`src/rtl/tim3_arb_pkg.sv`:
```
// Shared types and constants for the TIM3 two-requester APB arbiter.
package tim3_arb_pkg;

  localparam int unsigned ADDR_W       = 32;
  localparam int unsigned DATA_W       = 32;
  localparam int unsigned PROT_W       = 3;
  localparam int unsigned PPROT_NS_BIT = 1;

  typedef enum logic [2:0] {
    ST_IDLE,
    ST_SETUP,
    ST_ACCESS,
    ST_DONE,
    ST_REJ
  } state_e;

endpackage

```
`src/rtl/tim3_apb_arb_if.sv`:
```
// Bundle of both requester APB ports and the downstream timer APB port.
interface tim3_apb_arb_if;
  import tim3_arb_pkg::*;

  logic              m0_psel, m0_penable, m0_pwrite;
  logic [ADDR_W-1:0] m0_paddr;
  logic [DATA_W-1:0] m0_pwdata;
  logic [PROT_W-1:0] m0_pprot;
  logic [DATA_W-1:0] m0_prdata;
  logic              m0_pready, m0_pslverr;

  logic              m1_psel, m1_penable, m1_pwrite;
  logic [ADDR_W-1:0] m1_paddr;
  logic [DATA_W-1:0] m1_pwdata;
  logic [PROT_W-1:0] m1_pprot;
  logic [DATA_W-1:0] m1_prdata;
  logic              m1_pready, m1_pslverr;

  logic              tim_psel, tim_penable, tim_pwrite;
  logic [ADDR_W-1:0] tim_paddr;
  logic [DATA_W-1:0] tim_pwdata;
  logic [DATA_W-1:0] tim_prdata;

  // Arbiter view
  modport slave (
    input  m0_psel, m0_penable, m0_pwrite, m0_paddr, m0_pwdata, m0_pprot,
    input  m1_psel, m1_penable, m1_pwrite, m1_paddr, m1_pwdata, m1_pprot,
    input  tim_prdata,
    output m0_prdata, m0_pready, m0_pslverr,
    output m1_prdata, m1_pready, m1_pslverr,
    output tim_psel, tim_penable, tim_pwrite, tim_paddr, tim_pwdata
  );

  // Environment view (requesters and timer)
  modport master (
    output m0_psel, m0_penable, m0_pwrite, m0_paddr, m0_pwdata, m0_pprot,
    output m1_psel, m1_penable, m1_pwrite, m1_paddr, m1_pwdata, m1_pprot,
    output tim_prdata,
    input  m0_prdata, m0_pready, m0_pslverr,
    input  m1_prdata, m1_pready, m1_pslverr,
    input  tim_psel, tim_penable, tim_pwrite, tim_paddr, tim_pwdata
  );

endinterface

```
`src/rtl/tim3_arb_rr.sv`:
```
// Two-way round-robin picker: a lone requester wins, a tie goes to the one not granted last.
module tim3_arb_rr (
  input  logic [1:0] req,
  input  logic       last_grant,
  output logic [1:0] grant
);

  always_comb begin
    grant = 2'b00;
    case (req)
      2'b01:   grant = 2'b01;
      2'b10:   grant = 2'b10;
      2'b11:   grant = last_grant ? 2'b01 : 2'b10;
      default: grant = 2'b00;
    endcase
  end

endmodule

```
`src/rtl/tim3_apb_arb.sv`:
```
// Arbitrates two APB requesters onto the TIM3 timer, rejecting non-secure accesses
// when the timer is marked secure-only.
module tim3_apb_arb
  import tim3_arb_pkg::*;
#(
  parameter logic [DATA_W-1:0] REJ_RDATA = 32'h0000_0000
) (
  input  logic pclk,
  input  logic presetn,
  input  logic tipc_tim3_trust,
  tim3_apb_arb_if.slave bus
);

  state_e                  state_q, state_d;
  logic                    last_q, last_d;
  logic                    gnt_q, gnt_d;
  logic [ADDR_W-1:0]       addr_q, addr_d;
  logic [DATA_W-1:0]       wdata_q, wdata_d;
  logic                    pwrite_q, pwrite_d;

  logic                    tim_psel_q, tim_psel_d;
  logic                    tim_penable_q, tim_penable_d;
  logic                    tim_pwrite_q, tim_pwrite_d;
  logic [ADDR_W-1:0]       tim_paddr_q, tim_paddr_d;
  logic [DATA_W-1:0]       tim_pwdata_q, tim_pwdata_d;

  logic [1:0]              pready_q, pready_d;
  logic [1:0]              pslverr_q, pslverr_d;
  logic [1:0][DATA_W-1:0]  prdata_q, prdata_d;

  logic [1:0]              req, grant;
  logic                    win, win_wr, win_ns;
  logic [ADDR_W-1:0]       win_addr;
  logic [DATA_W-1:0]       win_wdata;

  assign req = {bus.m1_psel, bus.m0_psel};

  tim3_arb_rr u_rr (
    .req        (req),
    .last_grant (last_q),
    .grant      (grant)
  );

  // Winner's request fields, muxed by the one-hot grant
  assign win       = grant[1];
  assign win_addr  = win ? bus.m1_paddr  : bus.m0_paddr;
  assign win_wdata = win ? bus.m1_pwdata : bus.m0_pwdata;
  assign win_wr    = win ? bus.m1_pwrite : bus.m0_pwrite;
  assign win_ns    = win ? bus.m1_pprot[PPROT_NS_BIT] : bus.m0_pprot[PPROT_NS_BIT];

  always_comb begin
    state_d       = state_q;
    last_d        = last_q;
    gnt_d         = gnt_q;
    addr_d        = addr_q;
    wdata_d       = wdata_q;
    pwrite_d      = pwrite_q;
    tim_psel_d    = 1'b0;
    tim_penable_d = 1'b0;
    tim_pwrite_d  = 1'b0;
    tim_paddr_d   = '0;
    tim_pwdata_d  = '0;
    pready_d      = 2'b00;
    pslverr_d     = 2'b00;
    prdata_d      = prdata_q;

    case (state_q)
      ST_IDLE: begin
        if (|grant) begin
          gnt_d    = win;
          last_d   = win;
          addr_d   = win_addr;
          wdata_d  = win_wdata;
          pwrite_d = win_wr;
          // Trust is only looked at here; later changes do not touch this transfer
          if (tipc_tim3_trust && win_ns) begin
            state_d        = ST_REJ;
            pready_d[win]  = 1'b1;
            pslverr_d[win] = 1'b1;
            prdata_d[win]  = REJ_RDATA;
          end else begin
            state_d      = ST_SETUP;
            tim_psel_d   = 1'b1;
            tim_paddr_d  = win_addr;
            tim_pwdata_d = win_wdata;
            tim_pwrite_d = win_wr;
          end
        end
      end
      ST_SETUP: begin
        state_d       = ST_ACCESS;
        tim_psel_d    = 1'b1;
        tim_penable_d = 1'b1;
        tim_paddr_d   = addr_q;
        tim_pwdata_d  = wdata_q;
        tim_pwrite_d  = pwrite_q;
      end
      ST_ACCESS: begin
        // Timer has no wait states: its read data is valid at the end of ACCESS
        state_d         = ST_DONE;
        pready_d[gnt_q] = 1'b1;
        prdata_d[gnt_q] = pwrite_q ? '0 : bus.tim_prdata;
      end
      ST_DONE:  state_d = ST_IDLE;
      ST_REJ:   state_d = ST_IDLE;
      default:  state_d = ST_IDLE;
    endcase
  end

  always_ff @(posedge pclk) begin
    if (!presetn) begin
      state_q       <= ST_IDLE;
      last_q        <= 1'b1;
      gnt_q         <= 1'b0;
      addr_q        <= '0;
      wdata_q       <= '0;
      pwrite_q      <= 1'b0;
      tim_psel_q    <= 1'b0;
      tim_penable_q <= 1'b0;
      tim_pwrite_q  <= 1'b0;
      tim_paddr_q   <= '0;
      tim_pwdata_q  <= '0;
      pready_q      <= 2'b00;
      pslverr_q     <= 2'b00;
      prdata_q      <= '0;
    end else begin
      state_q       <= state_d;
      last_q        <= last_d;
      gnt_q         <= gnt_d;
      addr_q        <= addr_d;
      wdata_q       <= wdata_d;
      pwrite_q      <= pwrite_d;
      tim_psel_q    <= tim_psel_d;
      tim_penable_q <= tim_penable_d;
      tim_pwrite_q  <= tim_pwrite_d;
      tim_paddr_q   <= tim_paddr_d;
      tim_pwdata_q  <= tim_pwdata_d;
      pready_q      <= pready_d;
      pslverr_q     <= pslverr_d;
      prdata_q      <= prdata_d;
    end
  end

  assign bus.tim_psel    = tim_psel_q;
  assign bus.tim_penable = tim_penable_q;
  assign bus.tim_pwrite  = tim_pwrite_q;
  assign bus.tim_paddr   = tim_paddr_q;
  assign bus.tim_pwdata  = tim_pwdata_q;
  assign bus.m0_pready   = pready_q[0];
  assign bus.m0_pslverr  = pslverr_q[0];
  assign bus.m0_prdata   = prdata_q[0];
  assign bus.m1_pready   = pready_q[1];
  assign bus.m1_pslverr  = pslverr_q[1];
  assign bus.m1_prdata   = prdata_q[1];

endmodule

```
`src/flat_wrapper.sv`:
```
// flat-port wrapper written by rule: the top's interface ports become plain ports
module tim3_apb_arb_flat import tim3_arb_pkg::*;
#(
  parameter logic [DATA_W-1:0] REJ_RDATA = 32'h0000_0000
)
  (pclk, presetn, tipc_tim3_trust, bus_m0_psel, bus_m0_penable, bus_m0_pwrite, bus_m0_paddr, bus_m0_pwdata, bus_m0_pprot, bus_m1_psel, bus_m1_penable, bus_m1_pwrite, bus_m1_paddr, bus_m1_pwdata, bus_m1_pprot, bus_tim_prdata, bus_m0_prdata, bus_m0_pready, bus_m0_pslverr, bus_m1_prdata, bus_m1_pready, bus_m1_pslverr, bus_tim_psel, bus_tim_penable, bus_tim_pwrite, bus_tim_paddr, bus_tim_pwdata);
  tim3_apb_arb_if bus_i ();
  input  logic pclk;
  input  logic presetn;
  input  logic tipc_tim3_trust;
  input wire logic [$bits(bus_i.m0_psel)-1:0] bus_m0_psel;
  input wire logic [$bits(bus_i.m0_penable)-1:0] bus_m0_penable;
  input wire logic [$bits(bus_i.m0_pwrite)-1:0] bus_m0_pwrite;
  input wire logic [$bits(bus_i.m0_paddr)-1:0] bus_m0_paddr;
  input wire logic [$bits(bus_i.m0_pwdata)-1:0] bus_m0_pwdata;
  input wire logic [$bits(bus_i.m0_pprot)-1:0] bus_m0_pprot;
  input wire logic [$bits(bus_i.m1_psel)-1:0] bus_m1_psel;
  input wire logic [$bits(bus_i.m1_penable)-1:0] bus_m1_penable;
  input wire logic [$bits(bus_i.m1_pwrite)-1:0] bus_m1_pwrite;
  input wire logic [$bits(bus_i.m1_paddr)-1:0] bus_m1_paddr;
  input wire logic [$bits(bus_i.m1_pwdata)-1:0] bus_m1_pwdata;
  input wire logic [$bits(bus_i.m1_pprot)-1:0] bus_m1_pprot;
  input wire logic [$bits(bus_i.tim_prdata)-1:0] bus_tim_prdata;
  output wire logic [$bits(bus_i.m0_prdata)-1:0] bus_m0_prdata;
  output wire logic [$bits(bus_i.m0_pready)-1:0] bus_m0_pready;
  output wire logic [$bits(bus_i.m0_pslverr)-1:0] bus_m0_pslverr;
  output wire logic [$bits(bus_i.m1_prdata)-1:0] bus_m1_prdata;
  output wire logic [$bits(bus_i.m1_pready)-1:0] bus_m1_pready;
  output wire logic [$bits(bus_i.m1_pslverr)-1:0] bus_m1_pslverr;
  output wire logic [$bits(bus_i.tim_psel)-1:0] bus_tim_psel;
  output wire logic [$bits(bus_i.tim_penable)-1:0] bus_tim_penable;
  output wire logic [$bits(bus_i.tim_pwrite)-1:0] bus_tim_pwrite;
  output wire logic [$bits(bus_i.tim_paddr)-1:0] bus_tim_paddr;
  output wire logic [$bits(bus_i.tim_pwdata)-1:0] bus_tim_pwdata;
  assign bus_i.m0_psel = bus_m0_psel;
  assign bus_i.m0_penable = bus_m0_penable;
  assign bus_i.m0_pwrite = bus_m0_pwrite;
  assign bus_i.m0_paddr = bus_m0_paddr;
  assign bus_i.m0_pwdata = bus_m0_pwdata;
  assign bus_i.m0_pprot = bus_m0_pprot;
  assign bus_i.m1_psel = bus_m1_psel;
  assign bus_i.m1_penable = bus_m1_penable;
  assign bus_i.m1_pwrite = bus_m1_pwrite;
  assign bus_i.m1_paddr = bus_m1_paddr;
  assign bus_i.m1_pwdata = bus_m1_pwdata;
  assign bus_i.m1_pprot = bus_m1_pprot;
  assign bus_i.tim_prdata = bus_tim_prdata;
  assign bus_m0_prdata = bus_i.m0_prdata;
  assign bus_m0_pready = bus_i.m0_pready;
  assign bus_m0_pslverr = bus_i.m0_pslverr;
  assign bus_m1_prdata = bus_i.m1_prdata;
  assign bus_m1_pready = bus_i.m1_pready;
  assign bus_m1_pslverr = bus_i.m1_pslverr;
  assign bus_tim_psel = bus_i.tim_psel;
  assign bus_tim_penable = bus_i.tim_penable;
  assign bus_tim_pwrite = bus_i.tim_pwrite;
  assign bus_tim_paddr = bus_i.tim_paddr;
  assign bus_tim_pwdata = bus_i.tim_pwdata;
  tim3_apb_arb #(.REJ_RDATA(REJ_RDATA)) u_core (.pclk(pclk), .presetn(presetn), .tipc_tim3_trust(tipc_tim3_trust), .bus(bus_i));
endmodule
```
`config.mk`:
```
export PLATFORM = sky130hd
export DESIGN_NAME = tim3_apb_arb_flat
export DESIGN_NICKNAME = d
export VERILOG_FILES = /design/src/rtl/tim3_arb_pkg.sv /design/src/rtl/tim3_apb_arb_if.sv /design/src/rtl/tim3_arb_rr.sv /design/src/rtl/tim3_apb_arb.sv /design/src/flat_wrapper.sv
export SDC_FILE = /design/constraint.sdc
export NUM_CORES = 1
export LEC_CHECK = 0
export ABC_AREA = 1
export CAP_MARGIN = 20
export CORE_ASPECT_RATIO = 1.4
export CORE_UTILIZATION = 45
export DETAILED_ROUTE_END_ITERATION = 12
export PLACE_DENSITY = 0.78
export SKIP_LAST_GASP = 1
export SLEW_MARGIN = 5
export SYNTH_ARGS = -nofsm -noshare
export SYNTH_HDL_FRONTEND = slang
export SYNTH_SLANG_ARGS = --single-unit
```
`constraint.sdc`:
```
create_clock -name pclk -period 1.6 [get_ports pclk]
set_input_delay 0.24 -clock pclk [delete_from_list [all_inputs] [get_ports pclk]]
set_output_delay 0.24 -clock pclk [all_outputs]
set_load 0.05 [all_outputs]
```
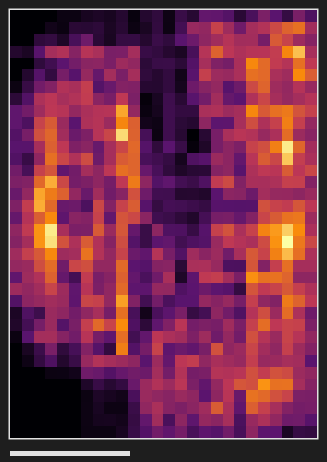
Figure 1: wiring heat map.
Scale bar: 50 um. The die is cut into 26 by 36 equal tiles; black is low, pale yellow is high, scaled to the fullest tile. Values are wire area over tile area, all layers added.
5.3% of the tiles are nearly empty. The fullest tile reaches 0.82. The mean over all tiles is 0.29. The emptiest ninth of the die: bottom left. 22% of the tiles are over half the peak.

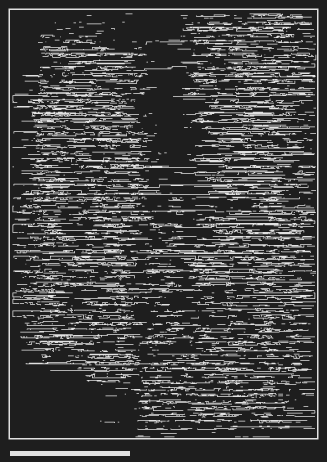
Figure 2: M1 wires.
Scale bar: 50 um.
The wires run mostly horizontal. The longest straight run is 33.6 um. 1797 nets have wire on it. The layer carries 13700 um of wire. The layer holds 36% of the routed length.

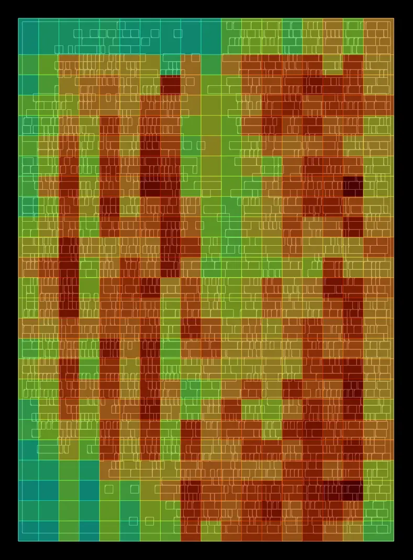
Figure 3: routing congestion.
layer with the highest usage after global routing: met2
global-route met1 utilization: 33.0%
final routed wire length divided by cell count: 17.6 um
met2 track demand over resource in global routing: 54.3%

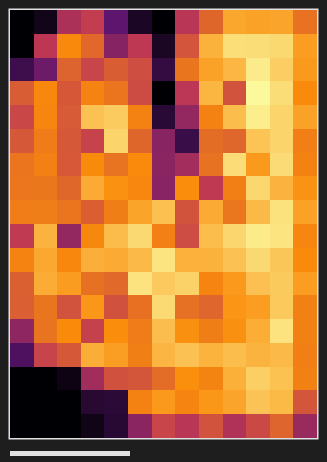
Figure 4: cell area per tile.
Scale bar: 50 um. The die is cut into 13 by 18 equal tiles; black is low, pale yellow is high, 0 to 100% covered.
The mean over all tiles is 65%. 40% of the tiles are over 75% full. The emptiest ninth of the die: bottom left. 5.1% of the tiles are nearly empty.

==> summary.log <==
INFO  status         outcome=complete, but fails checks
INFO  status         violations=negative setup slack
INFO  route          routed_wl=38300um
INFO  yosys          ys_dominant_reg_cell=dfxtp_1
INFO  final_layout   nFillCells=1702
INFO  floorplanning  core.rowCount=64
INFO  route          ant_nets=0
INFO  final_layout   seqAreaFraction=27.2%
INFO  worst_setup_path crit_chain=or2_4, nor2_8, nand2_4, buf_12, clkbuf_16, nor3_4, nand2_1, a21oi_1
INFO  yosys          synth.cells.most_frequent=nor2_1, nand2_1, dfxtp_1
INFO  yosys          synth_seq_share=41.2%
INFO  worst_setup_path regToRegEndpoint=u_core.bus.tim_paddr[25]
INFO  pwr            clock_net_power=4550uW
INFO  final_layout   final-clk-cell-share=4.07%
INFO  floorplanning  io_pins=310
INFO  floorplanning  chipHeight=178um
INFO  place          place.detailed.hpwl=23700um
INFO  yosys          gate_count_after_technology_mapping=1570
INFO  final_layout   layout-area-overhead-vs-synth=51.9%
INFO  place          post_dp_cell_area=0.0134mm^2
INFO  yosys          synth.net_count=1745
INFO  global_route   grt_remaining_overflow=0
INFO  final_layout   register_area=0.00411mm^2
INFO  yosys          synth.top_cells.by_area=dfxtp_1, nor2_1, nand2_1, a21oi_1, inv_1
INFO  pwr            switching_part_of_the_total_power=39.1%
INFO  sta            grt_setup_unrepaired=true
INFO  pwr            total_leakage_power=0.00661uW
INFO  sta            fin_tns_setup=-1.06ns
INFO  yosys          ys_sh_aoi=8.50%
INFO  sta            final-setup-viol-count=52
INFO  sta            layout_setup_ws=-0.107ns
INFO  cts            cts_hold_buf=0
INFO  final_layout   num_antenna_cells=1
INFO  yosys          post_synth_mux_area_share=0%
INFO  flow_run       timing.max_cap.violations=0
INFO  yosys          ys.warnings.count=0
INFO  sta            worst-slew-pin-transition=0.414ns
INFO  yosys          yosys_reg_bits=205
INFO  yosys          simple_gate_area_share=39.6%
INFO  hold_path      capture_endpoint_of_the_worst_hold_path=u_core.wdata_q[29]
INFO  final_layout   buffer_area_share=26.6%
INFO  worst_setup_path crit_path_start_kind=flop
INFO  yosys          synth_area_per_cell=6.34um^2
INFO  yosys          synthDominantAreaCellType=dfxtp_1
INFO  cts            ctsLongestPathBuffers=3
INFO  worst_setup_path cp_data_arrival_time=2.12ns
INFO  yosys          enable_flop_cells=0
INFO  worst_setup_path endpoint_kind=flop
INFO  pwr            switching_power=7000uW
INFO  sta            max_slew_margin=72.3%
INFO  final_layout   layout.cells.non_filler=2180
INFO  cts            cts_root_buffer=clkbuf_16
INFO  hold_path      min_path_type=input port to flop
INFO  final_layout   num-nonclk-buffers=399
INFO  route          drt-met1-wl=13700um
INFO  cts            cts-buffers-inserted=21
INFO  final_layout   num-nets-final=2044
INFO  global_route   grt.met3_usage=5.88%
INFO  route          wl_met3=3410um
INFO  pwr            pwr_density_cell=1190mW/mm^2
INFO  sta            finalHoldWorstSlack=0.299ns
INFO  yosys          most_common_cell=nor2_1
INFO  global_route   grt_pass1_wl=54100um
INFO  cts            clock.latency.late_pin=0.49ns
INFO  final_layout   area_dominant_class=logic gates
INFO  cts            cts_tree=built
INFO  worst_setup_path crit_required=2.01ns
INFO  route          vias_per_cell=5.38
INFO  yosys          synth.distinct_cells=20
INFO  pwr            power=17900uW
INFO  sta            finalClockPeriodUsage=107%
INFO  final_layout   final_design_area_no_fill=0.0151mm^2
Power is estimated from default activity; no workload was simulated.
